Figure 1. Zoomed window (run 1).
Scale bar: 10 um. Window x 90 to 130, y 46 to 86 um. Cells in gray, sequential cells in the stronger gray; small squares are vias.
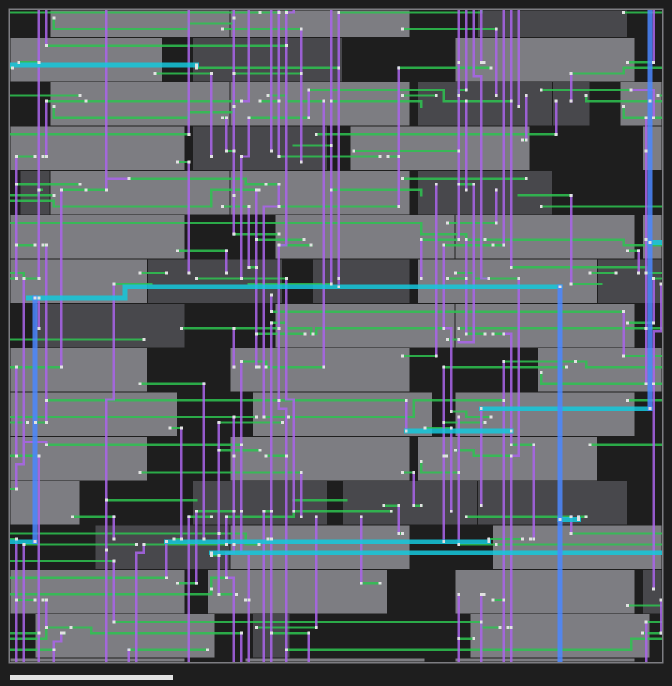
Figure 2. Routing congestion (run 1).
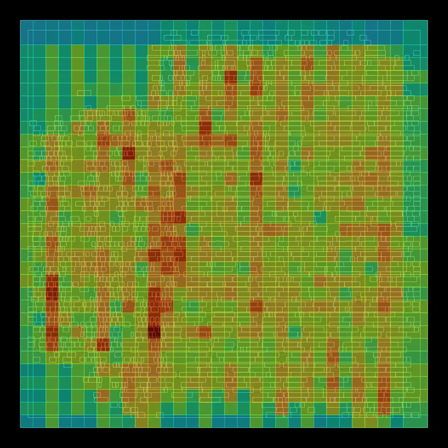
Figure 3. Cell sizes after repair (run 1).
Scale bar: 50 um.
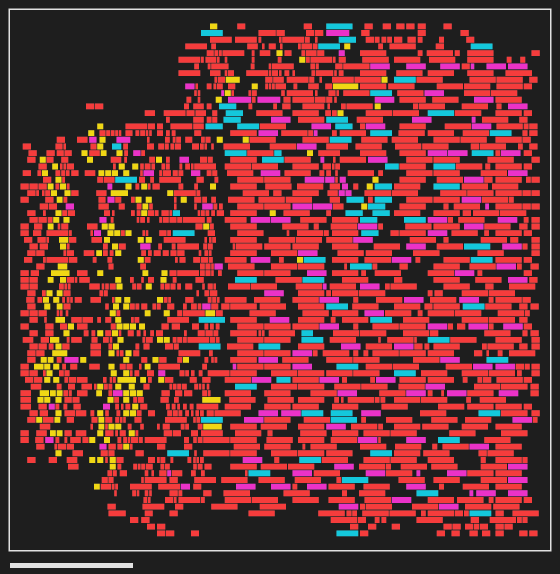
[src/rtl/fetch_pkg.sv]
// fetch_pkg: shared constants, redirect-kind enum and redirect target helpers
// for the fetch front end (fetch_unit, fetch_fifo).
package fetch_pkg;

  localparam int ADDR_W_DEF     = 32;
  localparam int FIFO_DEPTH_DEF = 4;
  localparam int INST_W         = 32;

  // Widest PC the target helpers support; callers zero-extend into this
  // width and truncate the result back to their own ADDR_W.
  localparam int MAX_ADDR_W     = 64;

  typedef enum logic [1:0] {
    REDIR_NONE,
    REDIR_JMP,
    REDIR_BR
  } redir_kind_e;

  // Jump: keep the upper PC bits of pc4 above the 28-bit region, splice in
  // the 26-bit word target.
  function automatic logic [MAX_ADDR_W-1:0] jump_target(
    input logic [MAX_ADDR_W-1:0] pc4,
    input logic [25:0]           target
  );
    return {pc4[MAX_ADDR_W-1:28], target, 2'b00};
  endfunction

  // Branch: pc4 plus the sign-extended word offset scaled to bytes. The sum
  // is taken modulo 2^MAX_ADDR_W and truncated by the caller, which yields
  // the required modulo-2^ADDR_W wrap.
  function automatic logic [MAX_ADDR_W-1:0] branch_target(
    input logic [MAX_ADDR_W-1:0] pc4,
    input logic [15:0]           imm
  );
    logic [MAX_ADDR_W-1:0] offset;
    offset = {{(MAX_ADDR_W-18){imm[15]}}, imm, 2'b00};
    return pc4 + offset;
  endfunction

endpackage

[src/rtl/fetch_fifo.sv]
// fetch_fifo: synchronous FIFO with flush, push, pop and occupancy count.
// Used for the instruction buffer ({data, pc}) and for the request tag queue.
// DEPTH must be a power of two so the pointers wrap naturally.
module fetch_fifo #(
  parameter int WIDTH = 32,
  parameter int DEPTH = 4
) (
  input  logic                   clk,
  input  logic                   rst,
  input  logic                   flush,
  input  logic                   push,
  input  logic [WIDTH-1:0]       push_data,
  input  logic                   pop,
  output logic                   out_valid,
  output logic [WIDTH-1:0]       out_data,
  output logic [$clog2(DEPTH):0] count
);

  localparam int PTR_W = $clog2(DEPTH);
  localparam int CNT_W = PTR_W + 1;

  logic [WIDTH-1:0] mem [DEPTH];
  logic [PTR_W-1:0] rd_ptr;
  logic [PTR_W-1:0] wr_ptr;
  logic             do_push;
  logic             do_pop;

  assign out_valid = (count != '0);

  // Storage holds whatever was last written; present zero while empty.
  assign out_data  = out_valid ? mem[rd_ptr] : '0;

  // Qualify push/pop: flush wins, pop needs data, push needs room unless a
  // pop frees an entry in the same cycle.
  always_comb begin
    // NOTE: every output of this block gets a default first, so no path
    // leaves a value unassigned and no latch is inferred.
    do_pop  = 1'b0;
    do_push = 1'b0;
    if (!flush) begin
      do_pop  = pop && out_valid;
      do_push = push && ((count != CNT_W'(DEPTH)) || do_pop);
    end
  end

  // Pointer and occupancy state.
  always_ff @(posedge clk or posedge rst) begin
    // NOTE: sequential state uses non-blocking assignments so every flop
    // samples pre-edge values regardless of statement order.
    if (rst) begin
      rd_ptr <= '0;
      wr_ptr <= '0;
      count  <= '0;
    end else if (flush) begin
      rd_ptr <= '0;
      wr_ptr <= '0;
      count  <= '0;
    end else begin
      if (do_push) wr_ptr <= wr_ptr + PTR_W'(1);
      if (do_pop)  rd_ptr <= rd_ptr + PTR_W'(1);
      count <= count + CNT_W'(do_push) - CNT_W'(do_pop);
    end
  end

  // Entry storage.
  // NOTE: the array is deliberately not reset; validity lives in count, and
  // out_data is masked while empty, so stale contents are never visible.
  always_ff @(posedge clk) begin
    if (do_push) mem[wr_ptr] <= push_data;
  end

endmodule

[src/rtl/fetch_unit.sv]
// fetch_unit: sequential instruction-fetch front end. Holds the PC, issues
// word-aligned requests under a credit limit, buffers in-order responses with
// their PC tags, and squashes stale work on jump/branch redirects.
// Optional feature macro: FETCH_PERF_EN adds perf_stall_cnt/perf_squash_cnt.
// ADDR_W must lie in [30, 64]; FIFO_DEPTH must be a power of two >= 2.
module fetch_unit
  import fetch_pkg::*;
#(
  parameter int                ADDR_W     = ADDR_W_DEF,
  parameter int                FIFO_DEPTH = FIFO_DEPTH_DEF,
  parameter logic [ADDR_W-1:0] RESET_PC   = '0
) (
  input  logic              clk,
  input  logic              rst,
  output logic              imem_req_valid,
  input  logic              imem_req_ready,
  output logic [ADDR_W-1:0] imem_req_addr,
  input  logic              imem_rsp_valid,
  input  logic [INST_W-1:0] imem_rsp_data,
  input  logic              redirect_jmp,
  input  logic              redirect_br,
  input  logic [ADDR_W-1:0] redirect_pc,
  input  logic [25:0]       redirect_target,
  input  logic [15:0]       redirect_imm,
  output logic              inst_valid,
  input  logic              inst_ready,
  output logic [INST_W-1:0] inst_data,
  output logic [ADDR_W-1:0] inst_pc
`ifdef FETCH_PERF_EN
  ,
  output logic [31:0]       perf_stall_cnt,
  output logic [31:0]       perf_squash_cnt
`endif
);

  localparam int CNT_W   = $clog2(FIFO_DEPTH) + 1;
  localparam int SUM_W   = CNT_W + 1;
  localparam int ENTRY_W = INST_W + ADDR_W;

  logic [ADDR_W-1:0]  pc;
  logic [ADDR_W-1:0]  pc4;
  logic [ADDR_W-1:0]  redir_addr;
  redir_kind_e        redir_kind;
  logic               redirect;
  logic               req_fire;
  logic [CNT_W-1:0]   outstanding;
  logic [CNT_W-1:0]   outstanding_nxt;
  logic [CNT_W-1:0]   discard;
  logic [CNT_W-1:0]   fifo_count;
  logic [CNT_W-1:0]   tag_count;
  logic               tag_valid;
  logic [ADDR_W-1:0]  rsp_tag;
  logic               rsp_drop;
  logic               rsp_push;
  logic               inst_pop;
  logic [ENTRY_W-1:0] fifo_out;

  // Credit: never request more than the buffer can absorb, counting both
  // buffered entries and every response still in flight (stale or not).
  assign imem_req_valid = !rst &&
                          ((SUM_W'(fifo_count) + SUM_W'(outstanding)) < SUM_W'(FIFO_DEPTH));
  assign imem_req_addr  = pc;
  assign req_fire       = imem_req_valid && imem_req_ready;
  assign inst_pop       = inst_valid && inst_ready;

  // Classify the redirect; jump takes priority when both are raised.
  always_comb begin
    redir_kind = REDIR_NONE;
    if (redirect_jmp)     redir_kind = REDIR_JMP;
    else if (redirect_br) redir_kind = REDIR_BR;
  end

  assign redirect = (redir_kind != REDIR_NONE);

  // Redirect target from the resolving instruction's PC + 4.
  always_comb begin
    pc4        = redirect_pc + ADDR_W'(4);
    redir_addr = pc4;
    case (redir_kind)
      REDIR_JMP: redir_addr = ADDR_W'(jump_target(MAX_ADDR_W'(pc4), redirect_target));
      REDIR_BR:  redir_addr = ADDR_W'(branch_target(MAX_ADDR_W'(pc4), redirect_imm));
      default:   redir_addr = pc4;
    endcase
  end

  // Response disposition: anything arriving while stale responses are
  // pending, or in the redirect cycle itself, is dropped.
  assign rsp_drop        = imem_rsp_valid && (redirect || (discard != '0));
  assign rsp_push        = imem_rsp_valid && tag_valid && !rsp_drop;
  assign outstanding_nxt = outstanding + CNT_W'(req_fire) - CNT_W'(imem_rsp_valid);

  // Architectural PC: redirect overrides sequential advance.
  always_ff @(posedge clk or posedge rst) begin
    if (rst)           pc <= RESET_PC;
    else if (redirect) pc <= redir_addr;
    else if (req_fire) pc <= pc + ADDR_W'(4);
  end

  // In-flight and stale-response counters. outstanding counts every
  // response still owed by memory; discard counts how many of the oldest of
  // those must be dropped. On redirect every remaining in-flight response
  // (including one accepted this cycle, excluding one arriving this cycle)
  // becomes stale, so discard takes the post-cycle outstanding value.
  always_ff @(posedge clk or posedge rst) begin
    if (rst) begin
      outstanding <= '0;
      discard     <= '0;
    end else begin
      outstanding <= outstanding_nxt;
      if (redirect)
        discard <= outstanding_nxt;
      else if (imem_rsp_valid && (discard != '0))
        discard <= discard - CNT_W'(1);
    end
  end

  // Tag queue: PC of each accepted request, consumed by its response. It is
  // not flushed on redirect; stale responses still retire their tags.
  fetch_fifo #(
    .WIDTH (ADDR_W),
    .DEPTH (FIFO_DEPTH)
  ) u_tag_q (
    .clk       (clk),
    .rst       (rst),
    .flush     (1'b0),
    .push      (req_fire),
    .push_data (pc),
    .pop       (imem_rsp_valid),
    .out_valid (tag_valid),
    .out_data  (rsp_tag),
    .count     (tag_count)
  );

  // Instruction buffer: {data, pc} entries, flushed on redirect.
  fetch_fifo #(
    .WIDTH (ENTRY_W),
    .DEPTH (FIFO_DEPTH)
  ) u_inst_q (
    .clk       (clk),
    .rst       (rst),
    .flush     (redirect),
    .push      (rsp_push),
    .push_data ({imem_rsp_data, rsp_tag}),
    .pop       (inst_pop),
    .out_valid (inst_valid),
    .out_data  (fifo_out),
    .count     (fifo_count)
  );

  assign {inst_data, inst_pc} = fifo_out;

  // Every in-flight request owns exactly one tag.
  tag_tracks_outstanding: assert property (
    @(posedge clk) disable iff (rst) tag_count == outstanding
  );

`ifdef FETCH_PERF_EN
  logic [31:0] squash_inc;

  // Entries lost this cycle: buffered entries flushed (a same-cycle pop is
  // delivered, not squashed) plus a dropped response.
  always_comb begin
    squash_inc = 32'(rsp_drop);
    if (redirect)
      squash_inc = squash_inc + 32'(fifo_count) - 32'(inst_pop);
  end

  // Free-running performance counters, wrapping at 2^32.
  always_ff @(posedge clk or posedge rst) begin
    if (rst) begin
      perf_stall_cnt  <= '0;
      perf_squash_cnt <= '0;
    end else begin
      if (!imem_req_valid) perf_stall_cnt <= perf_stall_cnt + 32'd1;
      perf_squash_cnt <= perf_squash_cnt + squash_inc;
    end
  end
`else
  // Performance counters are not built in this configuration.
`endif

endmodule
[config.mk]
export PLATFORM = sky130hd
export DESIGN_NAME = fetch_unit
export DESIGN_NICKNAME = d
export VERILOG_FILES = /design/src/rtl/fetch_pkg.sv /design/src/rtl/fetch_fifo.sv /design/src/rtl/fetch_unit.sv
export SDC_FILE = /design/constraint.sdc
export NUM_CORES = 1
export LEC_CHECK = 0
export CAP_MARGIN = 40
export CORE_MARGIN = 4
export CORE_UTILIZATION = 45
export CTS_CLUSTER_SIZE = 40
export DETAILED_ROUTE_END_ITERATION = 12
export PLACE_DENSITY = 0.65
export SLEW_MARGIN = 20
export SYNTH_ARGS = -nofsm -noshare
export SYNTH_HDL_FRONTEND = slang
export SYNTH_HIERARCHICAL = 1
export SYNTH_SLANG_ARGS = --single-unit
[constraint.sdc]
create_clock -name clk -period 3.65 [get_ports clk]
set_input_delay 0.73 -clock clk [delete_from_list [all_inputs] [get_ports clk]]
set_output_delay 0.73 -clock clk [all_outputs]
set_load 0.01 [all_outputs]
==> metrics.csv, run 1 <==
metric,value,unit
die_y,220,um
crit_fanout,4,
grt_pass1_vias,12921,
crit_family,AND-OR/OR-AND gates,
met2_length,21900,um
hold_violations,0,
dieArea,48500,sq um
required,4.06,ns
drtPass1Iterations,7,
endpoint_kind,flop,
largest_area_cell,edfxtp_1,
fin_worst_skew,0.0197,ns
gp_congestion,0.849,
adder_share,3.73,%
antenna_left,0,
pwr-share-clk,36.8,%
synth.comb.largest_family,multiplexers,
top_cells_by_area,"edfxtp_1 57%, mux4_2 11%, dfrtp_1 6.4%, ha_1 3.3%, and2_1 2.7%",
cts_tree,yes,
htree_num_levels,2,
clkSinkCount,436,
fin_crit,3.55,ns
final_area,25900,sq um
comb_power,1.96,mW
aoi_share,6.30,%
nNetsFinal,1887,
fin_ws,0.102,ns
io_pins,211,
startpoint_type,input pin,
netlist_instances,1341,
ff_latch_area,12800,sq um
status,finished clean,
p_per_area,488,nW/um^2
ys_sh_simple,10.3,%
ys_cells,1341,
yosys.area.top_type_share,56.9,%
power_leader,sequential cells,
edf_count,384,
wl_met1,20800,um
core-area,44400,sq um
yosys-top-cells-count,"384 x edfxtp_1, 96 x mux4_2, 86 x and2_1",
clkTransAtPathRegs,0.07,ns
placed_cells,2257,
hold_path.class,in -> async,
die_w,220,um
p_seq_share,47.7,%
Back to the opening pictures, Figure 1:
metal 4 -> blue
metal 1 -> green
metal 2 -> purple
metal 3 -> cyan
sequential cells in the window = 33
netlist names of flops here include = u_tag_q/mem (33)
cells with their middle in the window = 48
most frequent = edfxtp_1 (33), mux4_2 (7), clkbuf_16 (4)

Back to the opening pictures, Figure 2:
GR Util met1: 27.0%
routed wire length per instance: 19.7 um
gr usage total: 19.0%
final core occ: 58.4%

Back to the opening pictures, Figure 3:
_0 and _1 cells -> red  # cells 1,362, share 78%
_3 and _4 cells -> yellow  # cells 178, share 10%
_2 cells -> magenta  # cells 140, share 8.0%
_6 and larger -> cyan  # cells 72, share 4.1%

## run 1: layout by cell type, fill, tap and decap left out, types with 6 or more instances in the layout
cell type	n
edfxtp_1	384
clkdlybuf4s50_1	204
buf_4	160
mux4_2	96
and2_1	82
a21oi_1	64
nand2_1	64
nor2_1	57
ha_1	54
dfrtp_1	48
clkbuf_16	45
nor2b_1	42
xnor2_1	40
inv_1	38
nand3_1	31
o21ai_0	26
xor2_1	26
nor3_1	21
a21o_1	17
o22ai_1	16
nand4_1	15
buf_12	14
a31oi_1	12
clkinv_2	10
and3_1	9
clkinv_1	9
o21ai_1	7
o21a_1	7
nand2b_1	7
or3_1	7
bufinv_16	7
dlymetal6s2s_1	6
## run 1: worst reg2reg max path, stage by stage (launching register included)
cell and delay, ns:
dfrtp_1 0.48, or3_2 0.50, and2_1 0.20, nor4b_1 0.43, nor3b_1 0.12, inv_1 0.08
ha_1 0.21, inv_1 0.05, ha_1 0.13, inv_1 0.05, fa_1 0.38, xor2_1 0.17
and2_1 0.17, nor3_1 0.12
## run 1: worst paths after layout
check / to / slack, ns / depth (start not counted)
max: imem_req_addr[29] / 0.10 / 15
min: outstanding[1] / 0.43 / 2
max reg2reg: u_inst_q/count[2] / 0.49 / 13
min reg2reg: outstanding[2] / 0.53 / 1
max in group asynchronous: imem_req_addr[14] / 2.45 / 3
min in group clk: outstanding[2] / 0.53 / 1
## run 1: cell type report
class / count / area share, %
Clock inverter: 33 / 1.45
Inverter: 40 / 0.579
Timing Repair Buffer: 384 / 13.9
Multi-Input combinational cell: 809 / 27.3
Tap cell: 592 / 2.85
Sequential cell: 436 / 49.5
Clock buffer: 50 / 4.45
## run 1: repair_timing
action	CTS	global route
resized	3	33
setup endpoints to repair	3	11
hold buffers	0	0
cloned	0	0
setup buffers	0	4
pin swaps	0	21
==> run 2, diff against run 1 <==
Settings changed: CTS_CLUSTER_SIZE 40 to 12, SYNTH_HIERARCHICAL 1 to unset, TNS_END_PERCENT set to 1.
Figure 4. The metal 2 layer (run 2).
Scale bar: 50 um. Cells faint in the background.
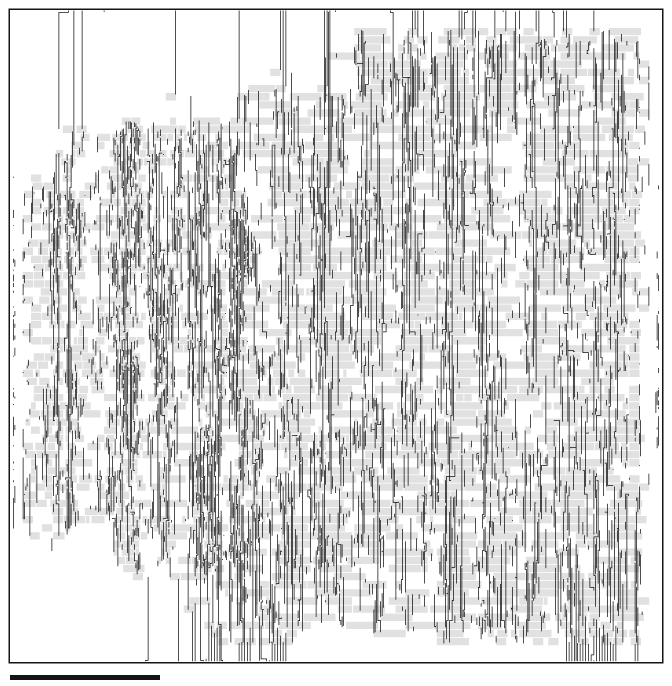
nets with wire on the layer = 1,563
longest straight run = 75.1 um
wire length on this layer = 21.6 mm

==> metrics.csv, run 2 <==
metric,value,unit,change
clkTransAtPathRegs,0.06,ns,was 0.07 ns
core-area,43400,sq um,"was 44,400 sq um"
r2r_slack,0.95,ns,was 0.49 ns
htree_num_levels,2,,unchanged
largest_area_cell,edfxtp_1,,unchanged
clkSinkCount,436,,unchanged
met2_length,21600,um,"was 21,900 um"
use_met1,26.1,%,was 27.0%
fin_ws,0.215,ns,was 0.102 ns
yosys.area.top_type_share,58.1,%,was 56.9%
reg2reg_to,discard[2],,was u_inst_q/count[2]
p_per_area,506,nW/um^2,was 488 nW/um^2
status,finished clean,,unchanged
antenna_left,0,,unchanged
fin_crit,3.43,ns,was 3.55 ns
grt_pass1_vias,12969,,"was 12,921"
lay_top_count,edfxtp_1,,unchanged
crit_fanout,4,,unchanged
crit_path_end,imem_req_addr[27],,was imem_req_addr[29]
gp_congestion,0.859,,was 0.849
die_w,218,um,was 220 um
startpoint_type,input pin,,unchanged
netlist_instances,1292,,"was 1,341"
ys_sh_simple,9.07,%,was 10.3%
synth.comb.largest_family,multiplexers,,unchanged
layout_top_cells,"384 x edfxtp_1, 196 x clkdlybuf4s50_1, 164 x buf_4",,"was 384 x edfxtp_1, 204 x clkdlybuf4s50_1, 160 x buf_4"
aoi_share,6.18,%,was 6.30%
fin_worst_skew,0.0159,ns,was 0.0197 ns
wire_per_inst,19.6,um,was 19.7 um
required,4.06,ns,about the same
final_area,25400,sq um,"was 25,900 sq um"
endpoint_kind,flop,,unchanged
ys_cells,1292,,"was 1,341"
wl_met1,19600,um,"was 20,800 um"
adder_share,3.81,%,was 3.73%
hold_violations,0,,unchanged
worst-r2r-cell-count,12,,was 13
hold_path.class,reg -> reg,,was in -> async
cts_tree,yes,,unchanged
dieArea,47500,sq um,"was 48,500 sq um"
Figure 5. M1 wires (run 2).
Scale bar: 50 um. Supply wires on this layer in gray. Cells faint in the background.
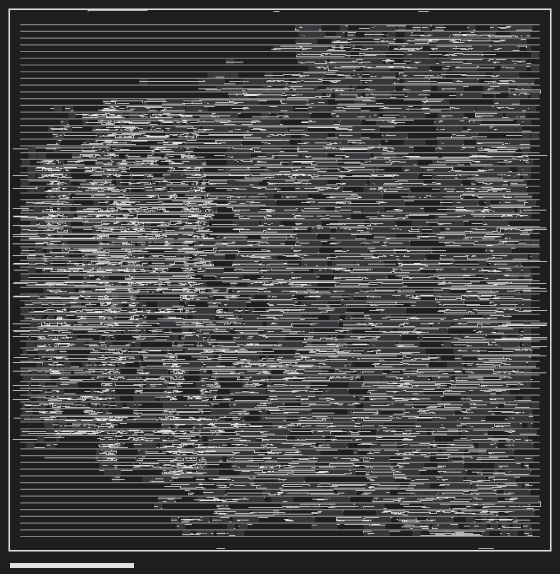
nets with wire on the layer = 1,694
share of all routed wire = 44%
wire length on this layer = 19,600 um
longest straight run = 58.0 um
main direction = horizontal

==> run 2: cell count changes after synthesis, sizes merged, moves of 6 or more <==
| cell | delta |
|---|---|
| buf | -18 |
| nor3 | -13 |
| clkbuf | +12 |
| a21o | -9 |
| nand2 | +8 |
| nand3 | -8 |
| nor2 | -8 |
| xnor2 | +7 |
| a31oi | -6 |
| or3 | -6 |
==> run 2: worst max-delay path: cells and delay by family <==
| family | cells | cell delay, ns |
|---|---|---|
| compound gates | 5 | 1.08 |
| xor+xnor | 1 | 0.17 |
| fa+ha+maj | 1 | 0.29 |
| buf+inv | 2 | 0.36 |
| simple gates | 6 | 1.21 |
==> run 2: layout make-up <==
type                            instances  share of cell area, %
Timing Repair Buffer                  388                   14.0
Multi-Input combinational cell        764                   27.0
Clock buffer                           62                   4.73
Sequential cell                       436                   50.6
Tap cell                              585                   2.88
Antenna cell                            1                0.00986
Clock inverter                          8                  0.143
Inverter                               41                  0.607
==> run 2: stage by stage <==
| stage | util (%) | total power [mW] | std cells |
|---|---|---|---|
| 6_report | 58.5 | 12.8 | 2285 |
| 5_1_grt | 58.5 | 13.5 | 2284 |
| 4_1_cts | 58.3 | 13.0 | 2283 |
| 3_5_place_dp | 55.2 | 8.98 | 2207 |
| 3_3_place_gp | 55.1 | 8.86 | 2205 |
| 2_1_floorplan | - | 7.89 | 1292 |
==> run 2: power breakdown <==
| group | switching, mW | internal, mW |
|---|---|---|
| logic | 1.26 | 1.25 |
| clock network | 1.70 | 2.26 |
| registers | 0.306 | 6.06 |
==> run 2: what timing repair did <==
action,CTS,global route
pin swaps,22,24
setup buffers,6,2
setup endpoints to repair,5,10
hold buffers,0,0
resized,34,40
==> run 3, diff against run 2 <==
Settings changed: RECOVER_POWER set to 100.
Figure 6. Routing congestion (run 3).
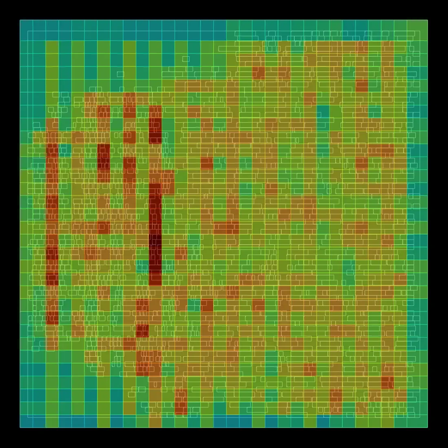
global-route track usage on met2: 31.7%
routed wire length per instance: 19.6 um
final core occ: 58.1%

==> metrics.csv, run 3 <==
metric,value,unit,change
ys_cells,1292,,unchanged
nNetsFinal,1846,,unchanged
clkTransAtPathRegs,0.06,ns,about the same
fin_cells,2285,,unchanged
power,12.8,mW,about the same
r2r_slack,0.62,ns,was 0.95 ns
core-area,43400,sq um,unchanged
drtPass1Iterations,5,,unchanged
cts_resized,34,,unchanged
reg2reg_to,u_tag_q.mem[2][11],,was discard[2]
io_pins,211,,unchanged
required,4.07,ns,was 4.06 ns
antenna_left,0,,unchanged
p_per_area,507,nW/um^2,was 506 nW/um^2
die_y,218,um,unchanged
min_to,outstanding[2],,unchanged
netSwitchingFraction,25.5,%,was 25.4%
dieArea,47500,sq um,unchanged
gp_congestion,0.859,,unchanged
status,"finished, violations left",,was finished clean
crit_family,simple AND/OR/NAND/NOR gates,,unchanged
aoi_share,6.18,%,unchanged
hold_violations,0,,unchanged
startpoint_type,input pin,,unchanged
path_buffers,2,,unchanged
cts_hold_buf,0,,unchanged
hold_path.class,reg -> reg,,unchanged
slew_viol_final,29,,was 0
final_area,25200,sq um,"was 25,400 sq um"
largest_area_cell,edfxtp_1,,unchanged
maxCapViolCount,1,,was 0
failed_checks,"capacitance limit, slew limit",,
synth.comb.largest_family,multiplexers,,unchanged
die_w,218,um,unchanged
edf_count,384,,unchanged
Figure 7. Cell sizes after repair (run 3).
Scale bar: 50 um.
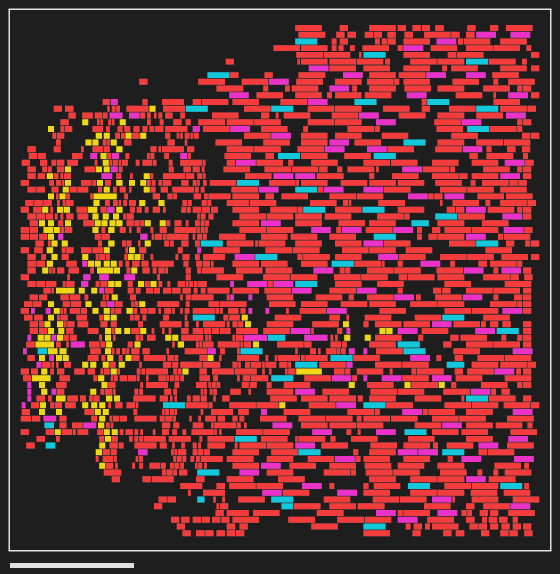
_6 and larger -> cyan  # cells 53, share 3.1%
_3 and _4 cells -> yellow  # cells 166, share 9.8%
_0 and _1 cells -> red  # cells 1,334, share 79%
_2 cells -> magenta  # cells 146, share 8.6%

-- run 3: netlist changes by cell type in the layout (fill, tap and decap cells not counted), sizes merged --
cell           previous run  this run
clkdlybuf4s50           196       125
dlymetal6s2s              2         1
clkdlybuf4s25             0         1
clkbuf                   69        91
buf                     178       156
dlygate4sd3               0        71
-- run 3: power by group through the flow --
stage / clock [mW] / sequential [mW] / combinational, mW
detailed placement: 0 / 6.47 / 2.51
CTS: 4.09 / 6.37 / 2.53
floorplan: 0 / 6.32 / 1.56
global route: 4.31 / 6.41 / 2.71
global placement: 0 / 6.50 / 2.36
finish: 3.97 / 6.36 / 2.44
-- run 3: cells by family after synthesis --
family / count (synthesis)
XOR/XNOR: 77
flip-flops: 436
AND/OR/NAND/NOR: 337
AND-OR/OR-AND: 191
buffers and inverters: 92
multiplexers: 101
adder cells (fa/ha/maj): 58
-- run 3: final cells by class --
cell class	instances	area (sq um)
antenna	1	2.50
sequential	436	12800
clock buffer	62	1200
multi-input combinational	764	6840
fill	3474	18200
timing repair buffer	388	3400
clock inverter	8	36.3
tap	585	732
inverter	41	154
-- run 3: routing by layer --
layer	wire length, um	GRT usage [%]
met4	891	4.99
met2	21600	31.7
met5	22	0
met1	19600	26.1
met3	2600	3.47
-- run 3: worst max path at each step --
stage	start	end	slack (ns)	cells past startpoint
after floorplan	redirect_br	u_inst_q.mem[3][0]	-0.31	5
after global placement	redirect_pc[5]	imem_req_addr[27]	-0.88	16
after detailed placement	redirect_pc[5]	imem_req_addr[27]	-0.97	16
after CTS	redirect_pc[2]	imem_req_addr[27]	0.08	16
after global routing	redirect_pc[9]	imem_req_addr[27]	0.001	15
final	redirect_pc[8]	imem_req_addr[27]	0.21	15
Power is estimated from default activity; no workload was simulated.
